--- config.mk ---
export PLATFORM = sky130hd
export DESIGN_NAME = score_display_bcd
export DESIGN_NICKNAME = d
export VERILOG_FILES = /design/src/rtl/score_display_bcd.sv
export SDC_FILE = /design/constraint.sdc
export NUM_CORES = 1
export LEC_CHECK = 0
export CORE_MARGIN = 1
export CORE_UTILIZATION = 44
export CTS_CLUSTER_DIAMETER = 150
export DETAILED_ROUTE_END_ITERATION = 12
export GPL_ROUTABILITY_DRIVEN = 0
export PLACE_DENSITY = 0.76
export SYNTH_ARGS = -nofsm -noshare
export SYNTH_HDL_FRONTEND = slang
export SYNTH_SLANG_ARGS = --single-unit
--- constraint.sdc ---
create_clock -name clk -period 5.9 [get_ports clk]
set_input_delay 0.59 -clock clk [delete_from_list [all_inputs] [get_ports clk]]
set_output_delay 0.59 -clock clk [all_outputs]
set_load 0.02 [all_outputs]
--- src/rtl/score_display_bcd.sv ---
// N-digit BCD game-score counter with high-score capture and active-low 7-segment drive.
// Optional build macro SCORE_LZ_BLANK_EN blanks leading-zero digits (digit 0 always shown).
module score_display_bcd #(
    parameter int NUM_DIGITS = 3,
    parameter int TICK_DIV   = 10,
    parameter int AUTO_TICK  = 1
) (
    input  logic                    clk,
    input  logic                    reset,
    input  logic                    is_dead,
    input  logic                    score_pulse,
    input  logic                    clear,
    input  logic                    show_high,
    output logic [7*NUM_DIGITS-1:0] hex,
    output logic [4*NUM_DIGITS-1:0] score_bcd,
    output logic [4*NUM_DIGITS-1:0] high_bcd,
    output logic                    saturated
);

    localparam int CW = (TICK_DIV > 1) ? $clog2(TICK_DIV) : 1;
    localparam logic [CW-1:0] PRESC_LAST = CW'(TICK_DIV - 1);

    typedef enum logic {
        ST_ALIVE,
        ST_DEAD
    } state_t;

    state_t                  r_state;
    state_t                  w_state_next;
    logic [CW-1:0]           r_presc;
    logic [CW-1:0]           w_presc_next;
    logic [4*NUM_DIGITS-1:0] r_score;
    logic [4*NUM_DIGITS-1:0] r_high;
    logic [4*NUM_DIGITS-1:0] w_score_inc;
    logic [4*NUM_DIGITS-1:0] w_disp;
    logic                    w_sat;
    logic                    w_tick;
    logic                    w_inc;
    logic                    w_onset;
    logic                    w_carry;
    logic                    w_presc_en;
    logic                    w_seen_nz;

    function automatic logic [6:0] seg7(input logic [3:0] d);
        case (d)
            4'd0:    seg7 = 7'h40;
            4'd1:    seg7 = 7'h79;
            4'd2:    seg7 = 7'h24;
            4'd3:    seg7 = 7'h30;
            4'd4:    seg7 = 7'h19;
            4'd5:    seg7 = 7'h12;
            4'd6:    seg7 = 7'h02;
            4'd7:    seg7 = 7'h78;
            4'd8:    seg7 = 7'h00;
            4'd9:    seg7 = 7'h10;
            default: seg7 = 7'h7F;
        endcase
    endfunction

    always_comb begin
        w_sat = 1'b1;
        for (int unsigned i = 0; i < NUM_DIGITS; i++) begin
            if (r_score[4*i +: 4] != 4'd9) w_sat = 1'b0;
        end
    end

    assign w_presc_en = (AUTO_TICK != 0) && !is_dead && !w_sat;
    assign w_tick     = w_presc_en && (r_presc == PRESC_LAST);
    assign w_inc      = (w_tick | score_pulse) & ~is_dead & ~w_sat;

    always_comb begin
        w_presc_next = r_presc;
        if (clear)           w_presc_next = '0;
        else if (w_tick)     w_presc_next = '0;
        else if (w_presc_en) w_presc_next = r_presc + 1'b1;
    end

    // Ripple BCD +1: a 9 receiving carry rolls to 0 and passes the carry on.
    always_comb begin
        w_score_inc = r_score;
        w_carry     = 1'b1;
        for (int unsigned i = 0; i < NUM_DIGITS; i++) begin
            if (w_carry) begin
                if (r_score[4*i +: 4] == 4'd9) begin
                    w_score_inc[4*i +: 4] = 4'd0;
                end else begin
                    w_score_inc[4*i +: 4] = r_score[4*i +: 4] + 4'd1;
                    w_carry               = 1'b0;
                end
            end
        end
    end

    always_comb begin
        w_state_next = is_dead ? ST_DEAD : ST_ALIVE;
        w_onset      = (r_state == ST_ALIVE) && is_dead;
    end

    always_ff @(posedge clk or negedge reset) begin
        if (!reset) begin
            r_state <= ST_ALIVE;
            r_presc <= '0;
            r_score <= '0;
            r_high  <= '0;
        end else begin
            r_state <= w_state_next;
            r_presc <= w_presc_next;
            if (clear)      r_score <= '0;
            else if (w_inc) r_score <= w_score_inc;
            // Packed unsigned compare of valid BCD equals an MS-digit-first digit compare.
            if (w_onset && (r_score > r_high)) r_high <= r_score;
        end
    end

    assign score_bcd = r_score;
    assign high_bcd  = r_high;
    assign saturated = w_sat;
    assign w_disp    = show_high ? r_high : r_score;

    always_comb begin
        hex       = '1;
        w_seen_nz = 1'b0;
        for (int unsigned k = 0; k < NUM_DIGITS; k++) begin
            int unsigned idx;
            idx = NUM_DIGITS - 1 - k;
            if (w_disp[4*idx +: 4] != 4'd0) w_seen_nz = 1'b1;
`ifdef SCORE_LZ_BLANK_EN
            if (!w_seen_nz && (idx != 0)) hex[7*idx +: 7] = 7'h7F;
            else                          hex[7*idx +: 7] = seg7(w_disp[4*idx +: 4]);
`else
            hex[7*idx +: 7] = seg7(w_disp[4*idx +: 4]);
`endif
        end
    end

endmodule

Figure 1. Congestion heat map.
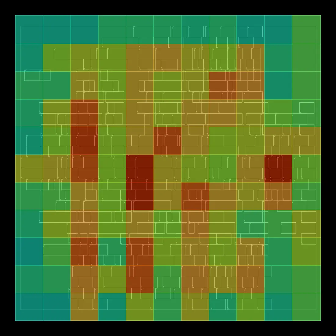
WL/cell: 13.2 µm
M2 GR Usage: 33.3%

Figure 2. PDN straps and rails.
Drawn at 6 px/µm. Pins as bars on the die edge.
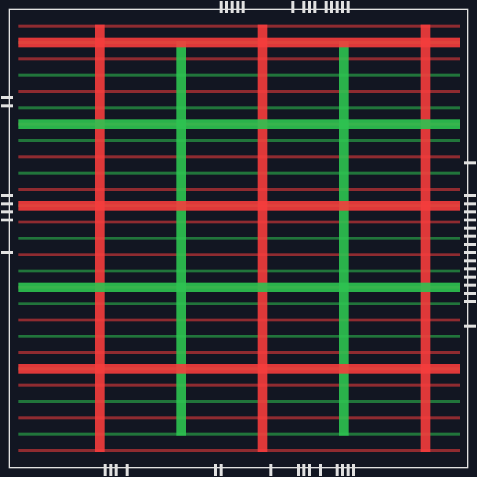
legend:
  VDD:
    colour: green
  VSS:
    colour: red
met1 rails: 27
rows: 26
met4 straps: 5

==> Slide: Implementation Results <==
Flow Results at a Glance

Power
  – Net Sw Power: 0.605 mW
  – Reg power frac: 22.6%
  – Worst VDD drop: 215 µV
  – Lkg Pwr: 1.39 nW
  – Clock power frac: 13.1%
  – Cell Pwr Density: 445 nW/µm²
  – Switching power share of the total: 44.1%

Clock tree
  – Post-CTS Setup Inserts: 0
  – TritonCTS clock tree: done
  – Num Clock Sinks: 29
  – CTS buffer count: 5
  – CTS Hold Bufs: 0
  – CTS root buf: clkbuf_8
  – Clk_lat worst skew: 0.27 ns

GRT
  – Met1 Use GR: 23.1%
  – Largest net degree at the start of global routing: 30
  – GRT met3 Usage: 3.11%
  – GRT overflow: 0
  – Initial antenna violation count: 0
  – First-pass GRT wire length: 8.96 mm
  – GRT Max-Usage Layer: met2

Final layout
  – Combinational gate area: 1560 µm²
  – N_diodes: 0
  – Clk_buf instances: 7
  – Clock-cell share: 3.28%
  – Buffers, non-clock: 52
  – Flop share of the area: 23.5%
  – Comb gates: 211
  – Fin cells: 394
  – Layout area overhead: 27.6%

Run
  – Total tool warning count: 42
  – Max-Cap Viols: 0

Worst setup path
  – Critical Path End Type: output pin
  – Slowest stage delay, CP: 0.84 ns
  – Max FO, Critical Path: 18
  – Slowest CP cell: clkdlybuf4s50_1
  – R2R Setup Slk: 3.38 ns
  – Crit path buffers/inverters: 3
  – Critical Path, Cell by Cell: clkdlybuf4s50_1 -> o21ai_0 -> inv_1 -> ha_1 -> nand2_1 -> o21ai_0 -> a22oi_1 -> clkdlybuf4s50_1
  – Kind of critical path: in2out
  – CP Launch Point: show_high

Synthesis
  – Top area cell types: dfrtp_1 (30%), ha_1 (18%), mux2i_1 (5.4%)
  – Synth cell count leaders: ha_1 (35), dfrtp_1 (29), nor2_1 (28)
  – Area fraction in xor and xnor cells: 1.09%
  – Top cell area share: 30.0%
  – Most common cell in the netlist: ha_1
  – Mapped Nets: 312
  – Synth warn: 0
  – Synth area leader: dfrtp_1
  – Unique cell type count in the Yosys netlist: 44
  – Post-synth mux share: 11.0%
  – Synth Instances: 271
  – Main logic family: AND-OR/OR-AND gates
  – Ys async rst share: 100%
  – Adder Share, Synth: 18.1%

Outcome
  – Status: complete, no violations

Floorplanning
  – Core area: 5200 µm²
  – Tapcells: 70
  – DIE WIDTH: 76.1 µm
  – Die Ht: 76.1 µm
  – # IOs: 52

Routing
  – Met3 WL: 120 µm
  – DRT iter0 DRCs: 58
  – Total number of vias: 2143
  – Metal-1 WL: 2.43 mm
  – WL final: 5.20 mm
  – # DRC: 0
  – Routed wl met2: 2.63 mm
  – Number of vias per cell: 5.44
  – DRT Pass-1 Iters: 4

Min path
  – WHS Endpoint: r_presc[0]

STA
  – Final hold viol count: 0
  – Hold slack: 0.555 ns
  – Clk_skew: 0.00487 ns
  – Fin crit share: 71.1%
  – Tmin final: 4.20 ns
  – Unrepaired setup endpoints after global routing: false
  – Worst-margin pin slew: 0.894 ns
  – Fmax: 238 MHz

Placed design
  – Setup WS pre-CTS: 1.67 ns
  – DP HPWL: 3.93 mm
  – Placed cell areas: 2990 µm²
flip-flops by register name, summed over array words and instances (netlist names):
| name | cells |
|---|---|
| r_state | 1 |
| r_presc | 4 |
| score_bcd | 12 |
| high_bcd | 12 |
power groups by stage:
stage	clock network (mW)	registers, mW	logic (mW)
3_5_place_dp	0	0.314	0.885
4_1_cts	0.187	0.310	0.889
6_report	0.180	0.311	0.883
2_1_floorplan	0	0.351	0.496
5_1_grt	0.195	0.320	0.966
3_3_place_gp	0	0.311	0.869
worst max-delay path by stage:
stage               to  slack, ns  depth (start not counted)
2_1_floorplan   hex[5]       3.11                          8
3_5_place_dp   hex[11]       1.67                          8
4_1_cts        hex[11]       1.66                          8
6_report       hex[11]       1.70                          8
3_3_place_gp   hex[11]       1.76                          8
5_1_grt        hex[11]       1.47                          8
Power is estimated from default activity; no workload was simulated.
